### src/rtl/parking_pkg.sv
// -----------------------------------------------------------------------------
// parking_pkg
// Shared types and constants for the parking-lot occupancy display.
//   occ_state_t : occupancy class (EMPTY / PARTIAL / FULL)
//   SEG_DIGIT   : active-low 7-segment patterns for 0..7, bit 6 = a .. bit 0 = g
//   SEG_BLANK   : all segments off
//   classify()  : maps a raw count onto its occupancy class for a given lot size
// -----------------------------------------------------------------------------
package parking_pkg;

  typedef enum logic [1:0] {
    EMPTY   = 2'd0,
    PARTIAL = 2'd1,
    FULL    = 2'd2
  } occ_state_t;

  localparam logic [6:0] SEG_BLANK = 7'h7F;

  localparam logic [6:0] SEG_DIGIT [0:7] = '{
    7'b0000001,  // 0
    7'b1001111,  // 1
    7'b0010010,  // 2
    7'b0000110,  // 3
    7'b1001100,  // 4
    7'b0100100,  // 5
    7'b0100000,  // 6
    7'b0001111   // 7
  };

  // Anything at or above the lot size counts as FULL, so a count that
  // overshoots CAPACITY still reads as full rather than wrapping back.
  function automatic occ_state_t classify(input logic [2:0] cnt, input int capacity);
    if (cnt == 3'd0)
      return EMPTY;
    else if ({29'd0, cnt} >= 32'(capacity))
      return FULL;
    else
      return PARTIAL;
  endfunction

endpackage

### src/rtl/tick_prescaler.sv
// -----------------------------------------------------------------------------
// tick_prescaler
// Free-running modulo-DIV counter producing a one-cycle tick on its last count.
//   clk   : system clock
//   reset : asynchronous active-high reset (counter to 0)
//   clr   : synchronous restart; counter returns to 0 on the next edge
//   tick  : high while the counter sits at DIV-1, i.e. on the cycle it wraps
// -----------------------------------------------------------------------------
module tick_prescaler #(
  parameter int DIV = 4
) (
  input  logic clk,
  input  logic reset,
  input  logic clr,
  output logic tick
);

  localparam int             W    = (DIV > 1) ? $clog2(DIV) : 1;
  localparam logic [W-1:0]   LAST = W'(DIV - 1);

  logic [W-1:0] r_cnt;

  assign tick = (r_cnt == LAST);

  always_ff @(posedge clk or posedge reset) begin
    if (reset)
      r_cnt <= '0;
    else if (clr || tick)
      r_cnt <= '0;
    else
      r_cnt <= r_cnt + 1'b1;
  end

endmodule

### src/rtl/occupancy_display.sv
// -----------------------------------------------------------------------------
// occupancy_display
// Turns the lot's 3-bit occupancy count into the user-facing display.
//   clk      in  system clock
//   reset    in  asynchronous active-high reset
//   count    in  [2:0] occupancy, already synchronous to clk
//   seg      out [6:0] active-low digit, seg[6]=a .. seg[0]=g
//   dp       out active-low decimal point, lit for FLASH_CYCLES after a change
//   led_free out 1 while the lot is not FULL
//   led_full out blinks (BLINK_DIV cycles per half-period) while FULL
//   buzzer   out beep sequence on FULL entry (build with FULL_BUZZER_EN),
//                otherwise tied low
// All outputs are registered; count reaches seg/leds one clock later.
// -----------------------------------------------------------------------------
module occupancy_display
  import parking_pkg::*;
#(
  parameter int CAPACITY     = 7,
  parameter int BLINK_DIV    = 25_000_000,
  parameter int FLASH_CYCLES = 12_500_000,
  parameter int BEEP_COUNT   = 3
) (
  input  logic       clk,
  input  logic       reset,
  input  logic [2:0] count,
  output logic [6:0] seg,
  output logic       dp,
  output logic       led_free,
  output logic       led_full,
  output logic       buzzer
);

  localparam int FW = $clog2(FLASH_CYCLES + 1);

  occ_state_t   r_state;
  occ_state_t   w_state_next;
  logic [6:0]   r_seg;
  logic         r_dp;
  logic         r_led_free;
  logic         r_led_full;
  logic [2:0]   r_count_q;
  logic         r_init;
  logic [FW-1:0] r_flash_cnt;
  logic [FW-1:0] w_flash_next;
  logic         r_blink_ph;
  logic         w_blink_next;
  logic         w_full_entry;
  logic         w_changed;
  logic         w_tick;

  assign w_state_next = classify(count, CAPACITY);
  assign w_full_entry = (w_state_next == FULL) && (r_state != FULL);

  // Restarting the prescaler on FULL entry guarantees the first lit
  // half-period of led_full is a complete one.
  tick_prescaler #(.DIV(BLINK_DIV)) u_blink_prescaler (
    .clk   (clk),
    .reset (reset),
    .clr   (w_full_entry),
    .tick  (w_tick)
  );

  assign w_blink_next = w_full_entry ? 1'b1 : (w_tick ? ~r_blink_ph : r_blink_ph);

  // r_init masks the first post-reset edge, where r_count_q holds a
  // meaningless reset value and a spurious "change" would be seen.
  assign w_changed    = r_init && (count != r_count_q);
  assign w_flash_next = w_changed           ? FW'(FLASH_CYCLES) :
                        (r_flash_cnt != '0) ? r_flash_cnt - 1'b1 : '0;

  always_ff @(posedge clk or posedge reset) begin
    if (reset) begin
      r_state     <= EMPTY;
      r_seg       <= SEG_BLANK;
      r_dp        <= 1'b1;
      r_led_free  <= 1'b0;
      r_led_full  <= 1'b0;
      r_count_q   <= 3'd0;
      r_init      <= 1'b0;
      r_flash_cnt <= '0;
      r_blink_ph  <= 1'b1;
    end else begin
      r_state     <= w_state_next;
      r_seg       <= SEG_DIGIT[count];
      r_led_free  <= (w_state_next != FULL);
      r_led_full  <= (w_state_next == FULL) && w_blink_next;
      r_count_q   <= count;
      r_init      <= 1'b1;
      r_flash_cnt <= w_flash_next;
      r_dp        <= (w_flash_next == '0);
      r_blink_ph  <= w_blink_next;
    end
  end

  assign seg      = r_seg;
  assign dp       = r_dp;
  assign led_free = r_led_free;
  assign led_full = r_led_full;

`ifdef FULL_BUZZER_EN
  localparam int BW = $clog2(BEEP_COUNT + 1);

  logic [BW-1:0] r_beep_left;
  logic [BW-1:0] w_beep_next;
  logic          r_buzzer;

  // One beep = an on half-period followed by an off half-period; a beep is
  // consumed when the off phase ends (tick while blink_ph is low).
  always_comb begin
    w_beep_next = r_beep_left;
    if (w_state_next != FULL)
      w_beep_next = '0;
    else if (w_full_entry)
      w_beep_next = BW'(BEEP_COUNT);
    else if (w_tick && !r_blink_ph && (r_beep_left != '0))
      w_beep_next = r_beep_left - 1'b1;
  end

  always_ff @(posedge clk or posedge reset) begin
    if (reset) begin
      r_beep_left <= '0;
      r_buzzer    <= 1'b0;
    end else begin
      r_beep_left <= w_beep_next;
      r_buzzer    <= (w_state_next == FULL) && (w_beep_next != '0) && w_blink_next;
    end
  end

  assign buzzer = r_buzzer;
`else
  assign buzzer = 1'b0;
`endif

endmodule

### config.mk
export PLATFORM = sky130hd
export DESIGN_NAME = occupancy_display
export DESIGN_NICKNAME = d
export VERILOG_FILES = /design/src/rtl/parking_pkg.sv /design/src/rtl/tick_prescaler.sv /design/src/rtl/occupancy_display.sv
export SDC_FILE = /design/constraint.sdc
export NUM_CORES = 1
export LEC_CHECK = 0
export CAP_MARGIN = 30
export CORE_ASPECT_RATIO = 1.1
export CORE_MARGIN = 2
export CORE_UTILIZATION = 50
export CTS_CLUSTER_DIAMETER = 150
export CTS_CLUSTER_SIZE = 25
export DETAILED_ROUTE_END_ITERATION = 8
export GPL_ROUTABILITY_DRIVEN = 0
export PLACE_DENSITY = 0.71
export SYNTH_ARGS = -nofsm -noshare
export SYNTH_HDL_FRONTEND = slang
export SYNTH_SLANG_ARGS = --single-unit
### constraint.sdc
create_clock -name clk -period 1.94 [get_ports clk]
set_input_delay 0.194 -clock clk [delete_from_list [all_inputs] [get_ports clk]]
set_output_delay 0.194 -clock clk [all_outputs]
set_load 0.02 [all_outputs]
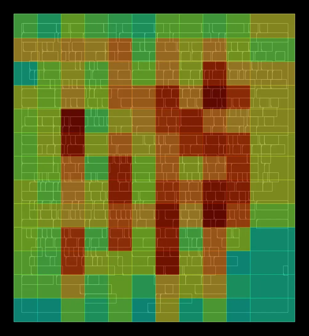
**Above:** run 1 (congestion heat map).
most congested layer reported by global routing: met2
GRT met2 Usage: 37.9%
total global-route track usage: 23.2%
fraction of met1 tracks used by global routing: 28.2%

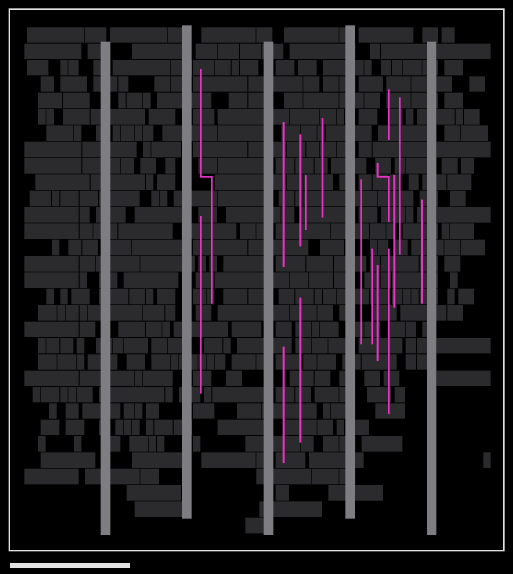
**Above:** run 1 (met4 routing).
Bar = 20 um. Supply wires on this layer in grey.
main direction: vertical
wire length on this layer: 350 um
nets with wire on the layer: 16
DRT Wirelength: 8.52 mm
vias after detailed routing: 2845

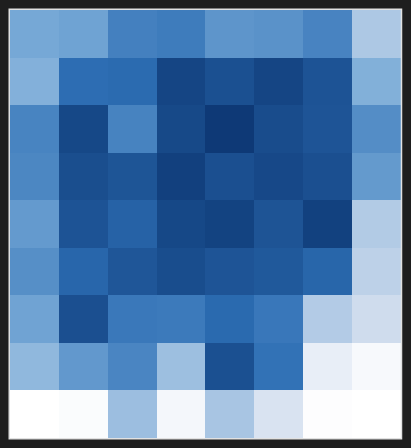
**Above:** run 1 (cell area per tile).
8 x 9 tiles, from white (low) to dark blue (high), 0 to 100% covered.
tiles over 75% full: 44%
emptiest ninth of the die: south-east
fullest tile: 96%
Placeable Area: 0.00656 sq mm
core utilization of the finished layout: 72.2%
Pre-Place Util: 51.1%

==> metrics.yaml, run 1 <==
clock_cell_share_of_area_pct: 4.26
seqCellArea_sq_mm: 0.00166
tritoncts: "done"
numCtsBuffers: 9
timing.rr.end: "dp"
status: "finished with violations"
netSwitchingPower_w: 0.00129
combAreaFraction_pct: 39.4
portBuffers: 14
finalClockPeriodUsage_pct: 110
cell_with_the_largest_stage_delay_on_the_worst_path: "dfrtp_1"
lay_top_cells: "buf_4 (73), dfrtp_1 (57), nor2_1 (50)"
num_io_pins: 16
synthesis.yosys.warnings: 0
n_sequential_cell: 66
finalNetCount: 449
layout_top_cell_excl_fill_tap: "buf_4"
grt_pass1_vias: 2919
area_share_nonclk_buffers_pct: 18.0
finalSetupViolations: 13
cts.hold.buffers_added: 0
violations: "setup timing"
mi_logic_area_sq_mm: 0.00187
floorplan.die_area_sq_mm: 0.00737
dr.first_iter.drc_count: 115
antenna_violating_nets_post_route: 0
timing.final.hold_violations: 0
seq_power_share_pct: 39.8
worst_slack_ns: -0.198
routed_via_density: 5.44
clock_tree.buffer_depth: 2
==> run 1: metrics by stage <==
step / hold WS (ns) / setup slack (ns) / instances / instance area (sq um)
2_1_floorplan: 0.225 / -0.126 / 340 / 3370
3_3_place_gp: 0.448 / -0.144 / 494 / 4100
3_5_place_dp: 0.457 / -0.203 / 494 / 4100
4_1_cts: 0.201 / -0.103 / 513 / 4440
5_1_grt: 0.245 / -0.281 / 523 / 4730
6_report: 0.197 / -0.198 / 523 / 4730
==> run 1: per-layer routing <==
layer	wire length, um	vias up	share of wire, %	GRT usage [%]
met3	267	36	3.1	5.32
li1	-	1348	-	-
met5	0	-	0	0
met2	4470	85	52	37.9
met1	3430	1376	40	28.2
met4	349	0	4.1	11.5
==> run 1 -> run 2 <==
--- a/config.mk
+++ b/config.mk
@@ -8,12 +8,12 @@
 export CAP_MARGIN = 30
 export CORE_ASPECT_RATIO = 1.1
 export CORE_MARGIN = 2
-export CORE_UTILIZATION = 50
+export CORE_UTILIZATION = 54
 export CTS_CLUSTER_DIAMETER = 150
 export CTS_CLUSTER_SIZE = 25
 export DETAILED_ROUTE_END_ITERATION = 8
 export GPL_ROUTABILITY_DRIVEN = 0
-export PLACE_DENSITY = 0.71
+export PLACE_DENSITY = 0.75
 export SYNTH_ARGS = -nofsm -noshare
 export SYNTH_HDL_FRONTEND = slang
 export SYNTH_SLANG_ARGS = --single-unit
==> metrics.yaml, run 2 <==
violations: "setup timing"
grt_util_met3_pct: 5.10
grt.busiest_layer: "met2"
antenna_violating_nets_post_route: 0
routed-wl-met3_um: 433
tritoncts: "done"
area_share_nonclk_buffers_pct: 16.9
seqCellArea_sq_mm: 0.00166
top_power_group: "registers"
worst_slack_ns: -0.155
clock_tree.buffer_depth: 2
lay_top_cells: "buf_4 (72), nor2_1 (56), dfrtp_1 (56)"
netSwitchingPower_w: 0.00123
num_io_pins: 16
cts.hold.buffers_added: 0
floorplan.die_area_sq_mm: 0.00685
placed_area_sq_mm: 0.00406
status: "finished with violations"
layout_top_cell_excl_fill_tap: "buf_4"
dr.first_iter.drc_count: 192
clock_cell_share_of_area_pct: 4.67
grt_usage_pct: 24.5
seq_power_share_pct: 40.8
finalSetupViolations: 24
dr_wl_met2_mm: 4.51
mi_logic_area_sq_mm: 0.00176
dp_worst_setup_slack_ns: -0.288
finalClockPeriodUsage_pct: 108
width_of_the_chip_um: 79.1
hold-worst-slack_ns: 0.105
highest-signal-layer: "met4"
fin_total_pwr_w: 0.00394
routed_via_density: 5.61
grt_met2_usage_pct: 43.8
finish.instance_area_sq_mm: 0.00455
synthesis.yosys.warnings: 0
combAreaFraction_pct: 38.6
stdcell_count: 513
numCtsBuffers: 9
grt.met1_usage_pct: 28.7
timing.final.hold_violations: 0
==> run 2: final timing paths <==
path                       cells after the start                     endpoint                        from
setup / recovery                               6                           dp              r_flash_cnt[6]
hold / removal                                 2  u_blink_prescaler.r_cnt[24]                       reset
setup reg to reg                               6                           dp              r_flash_cnt[6]
hold reg to reg                                1   u_blink_prescaler.r_cnt[0]  u_blink_prescaler.r_cnt[0]
max in group asynchronous                      3                       seg[6]                       reset
min in group clk                               1   u_blink_prescaler.r_cnt[0]  u_blink_prescaler.r_cnt[0]
==> run 2: cell families after synthesis <==
kind of cell,after synthesis,synth area share [%]
other cells,2,0.224
xor+xnor,44,11.5
flops,66,49.6
compound gates,35,6.54
fa+ha+maj,8,2.99
buf+inv,27,3.81
simple gates,156,24.7
mux,2,0.635
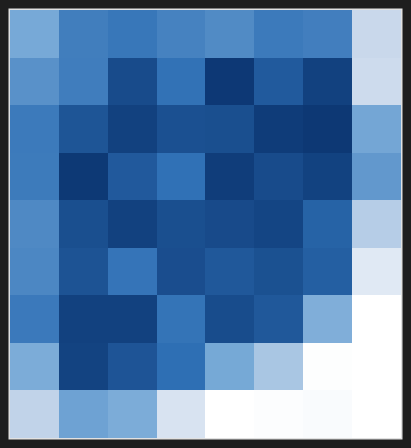
**Above:** run 2 (cell area per tile).
8 x 9 tiles, from white (low) to dark blue (high), 0 to 100% covered.
Placeable Area: 0.00608 sq mm
core utilization of the finished layout: 74.9%
Pre-Place Util: 55.1%

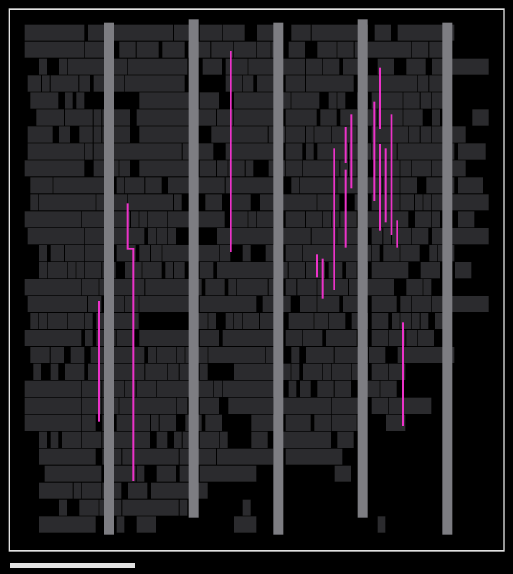
**Above:** run 2 (met4 routing).
Bar = 20 um. Supply wires on this layer in grey.
longest straight run: 37.1 um
share of all routed wire: 2.9%
main direction: vertical
nets with wire on the layer: 15
vias after detailed routing: 2878
DRT Wirelength: 8.57 mm

**Run 2: cell classes on the final placement**

Bar = 20 um. Fill, decap, tap and diode cells in grey.
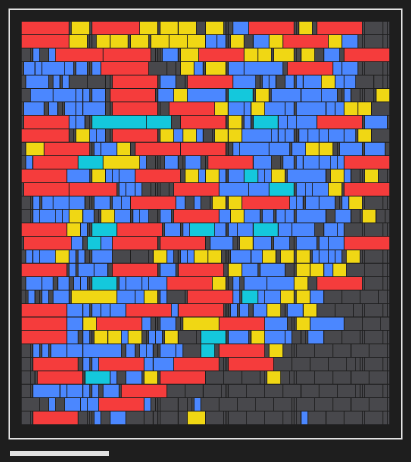

==> run 2 -> run 3 <==
==> constraint.sdc (replaced) <==
create_clock -name clk -period 1.94 [get_ports clk]
set_input_delay 0.388 -clock clk [delete_from_list [all_inputs] [get_ports clk]]
set_output_delay 0.388 -clock clk [all_outputs]
set_load 0.02 [all_outputs]
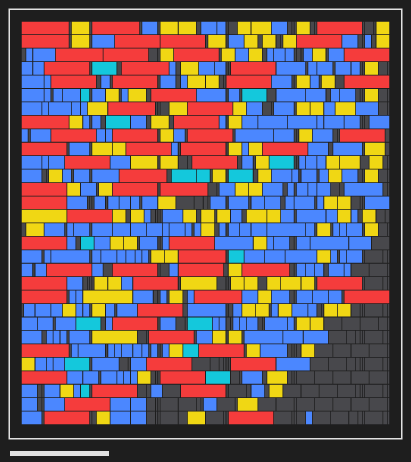
**Above:** run 3 (cell classes on the final placement).
Bar = 20 um. Fill, decap, tap and diode cells in grey.
legend:
  other buffers and delay cells:
    colour: yellow
    cells: 115
  clock drivers and dummy loads:
    colour: cyan
    cells: 16
  all other logic:
    colour: blue
    cells: 260
  flip-flops:
    colour: red
    cells: 66
Seq area share: 33.1%
post-route design area: 0.00503 sq mm
core utilization of the finished layout: 82.8%
cell row count: 30

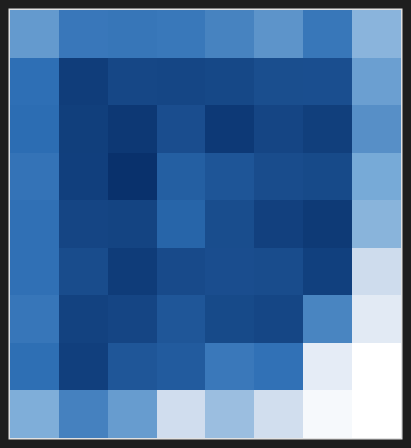
**Above:** run 3 (cell area per tile).
8 x 9 tiles, from white (low) to dark blue (high), 0 to 100% covered.

==> metrics.yaml, run 3 <==
status: "finished with violations"
violations: "setup timing"
width_of_the_chip_um: 79.1
design.core.area_sq_mm: 0.00608
clock_tree.buffer_depth: 2
finalNetCount: 465
routed-wl-met3_um: 656
finalClockPeriodUsage_pct: 119
grt_pass1_vias: 2960
synthesis.yosys.warnings: 0
routedLengthMet1_mm: 4.11
n_sequential_cell: 66
cts.hold.buffers_added: 0
highest-signal-layer: "met4"
timing.rr.end: "dp"
post-place-cells: 495
clock_cell_share_of_area_pct: 3.58
finalSetupViolations: 36
worstPathBufferInverterCount: 1
tritoncts: "done"
pre_place_util_pct: 55.1
crit_end: "dp"
worstSetupStartpoint: "r_flash_cnt[17]"
dp_worst_setup_slack_ns: -0.214
cell_with_the_largest_stage_delay_on_the_worst_path: "dfrtp_1"
num_io_pins: 16
detailroute.via_count: 3275
numCtsBuffers: 9
grt.met1_usage_pct: 29.8
top_power_group: "registers"
dr_wl_met2_mm: 6.32
antenna_violating_nets_post_route: 0
layout_top_cell_excl_fill_tap: "buf_4"
worst_slack_ns: -0.375
seqCellArea_sq_mm: 0.00167
timing.final.hold_violations: 0
mi_logic_area_sq_mm: 0.00202
routed_via_density: 6.10
initial_antenna_violation_count: 0
area_share_nonclk_buffers_pct: 20.1
hold-worst-slack_ns: 0.326
netSwitchingPower_w: 0.00143
fin_total_pwr_w: 0.00412
seq_power_share_pct: 39.7
grt.busiest_layer: "met2"
crit_cells: 7
route.final.wire_length_mm: 11.9
lay_top_cells: "buf_4 (86), dfrtp_1 (53), nor2_1 (36)"
grt_usage_pct: 26.2
grt_util_met3_pct: 5.10
==> run 3: netlist changes by cell type in the layout (fill, tap and decap cells not counted), moves of 4 or more <==
cell / before / now
o21ai_2: 2 / 7
nand2_1: 23 / 18
buf_6: 2 / 10
nor2_1: 56 / 36
o21ai_0: 8 / 3
nor4_2: 5 / 1
buf_4: 72 / 86
nor4_4: 4 / 8
nor2_4: 2 / 19
==> run 3: cells by family after synthesis <==
group           after synthesis  share of synthesized area (%)
mux                           2                          0.635
compound gates               35                           6.54
fa+ha+maj                     8                           2.99
other cells                   2                          0.224
flops                        66                           49.6
buf+inv                      27                           3.81
simple gates                156                           24.7
xor+xnor                     44                           11.5
